Design dest_reg_pipeline_flat, sky130hd; sources not shown.
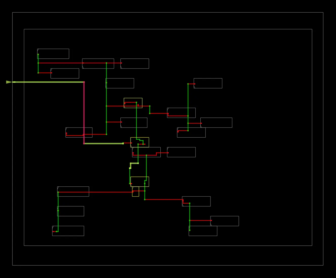
*Clock routing*
FF+latch count: 19
clock sinks: 19

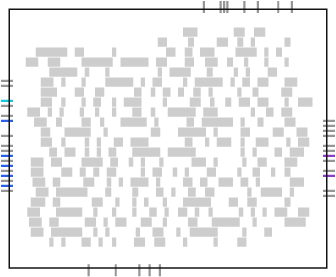
*Pin map*
Pins as bars across the die edge, other pins in gray.
legend:
  cyan:
    port: `bus_flush`
    pins: 1
    direction: input
    edge: west
  blue:
    port: `bus_dest_id`
    pins: 5
    direction: input
    edge: west
  purple:
    port: `bus_fwd_b`
    pins: 2
    direction: output
    edge: east
I/O Buffers: 41
height of the die: 69.9 µm

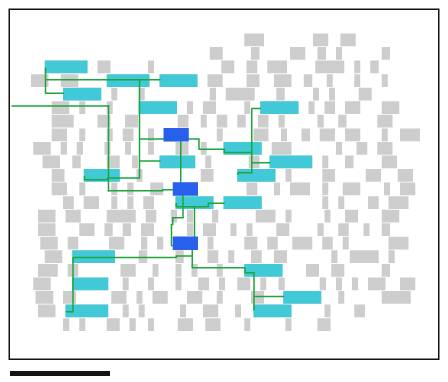
*Clock distribution*
Scale bar: 20 µm.
legend:
  blue:
    item: clock-net drivers
    count: 3
  cyan:
    item: flip-flops
    count: 19
  green:
    item: clock wires
    length: 284 µm
routed clock nets: 4
Insertion Delay late pin: 0.26 ns
clock network power: 418 µW
Clk network pwr share: 0.328

==> qor.yml <==
sta:
  setup_viol: 5
  fin_ws_ns: -0.417
  hold_slack_ns: 0.256
  fmax_mhz: 582
  rsz0062_at_grt: "yes"
  finalCritPeriodShare: 1.32
die:
  io_pins: 42
route:
  vias: 1292
  drc: 0
setup_path:
  critical_path_class: "register to output port"
  arrival_ns: 1.36
  critical_path_required_ns: 0.94
  ff2ff_path_depth: 4
layout:
  largest_reg_flops: 7
  nFillCells: 591
  nets: 272
  num_antenna_cells: 0
  drive_gt1_frac: 0.417
  area_growth_pct: 78.9
synthesis:
  largest_area_cell: "dfxtp_1"
  synth_flops: 19
  syn_area_per_cell_um2: 6.38
  async_flop_share: 0
  synth_cells: 168
status:
  status: "complete, but fails checks"
  failed_checks: "setup timing"
clock_tree:
  ctsLongestPathBuffers: 2
flow_run:
  cap_violations: 0
global_route:
  antenna_found_initial: 0
  grt_usage: 0.157
==> logic make-up after synthesis <==
kind of cell | share of synthesized area
AND-OR/OR-AND | 0.0560
buffers and inverters | 0.112
AND/OR/NAND/NOR | 0.412
flip-flops | 0.355
XOR/XNOR | 0.0653
==> final cells by class <==
cell class | count | area [µm²] | share of cell area
multi-input cells | 117 | 671 | 0.350
repair buffers | 68 | 588 | 0.307
flip-flops and latches | 19 | 413 | 0.215
inverters | 32 | 125 | 0.0652
well taps | 60 | 75.1 | 0.0391
clock buffers | 3 | 41.3 | 0.0215
clock inverters | 1 | 5.00 | 0.00261
==> through the flow <==
stage                     worst slack [ns]  power (µW)  cells
after floorplan                    -0.0811         705    168
after global placement               -1.07         863    291
after detailed placement             -1.16         877    291
after CTS                           -0.439        1280    296
after global routing                -0.514        1350    300
final                               -0.417        1270    300
==> cells in the final DEF (no fill, tap or decap), drive strengths merged <==
cell type	instances
nor2	22
dlymetal6s2s	1
dfxtp	19
o21ai	5
or2	7
nor3	5
clkinv	1
xor2	2
a21oi	3
nand3	8
nand4	3
o22ai	2
dlygate4sd2	17
nand3b	2
clkdlybuf4s15	2
clkbuf	4
xnor2	6
o211ai	1
nand2	51
buf	36
inv	32
clkdlybuf4s50	11
==> worst max-delay path: stages, from the launching register on <==
cell      delay [ns]
dfxtp_2         0.37
inv_2           0.06
nand2_1         0.06
nand2_1         0.05
nand3b_1        0.23
nor2_2          0.17
nor2_4          0.04
buf_6           0.12
==> routing by layer <==
layer / part of all wire / vias to the layer above / track usage
li1: - / 655 / -
met1: 0.39 / 602 / 0.169
met2: 0.56 / 33 / 0.301
met3: 0.042 / 2 / 0.0224
met4: 0.0040 / 0 / 0.0316
met5: 0 / - / -
==> power by group <==
part	switching, µW	internal, µW
registers	12.3	586
logic	124	135
clock network	205	213
Power figures rest on the tool's default switching activity, not on a simulated workload.
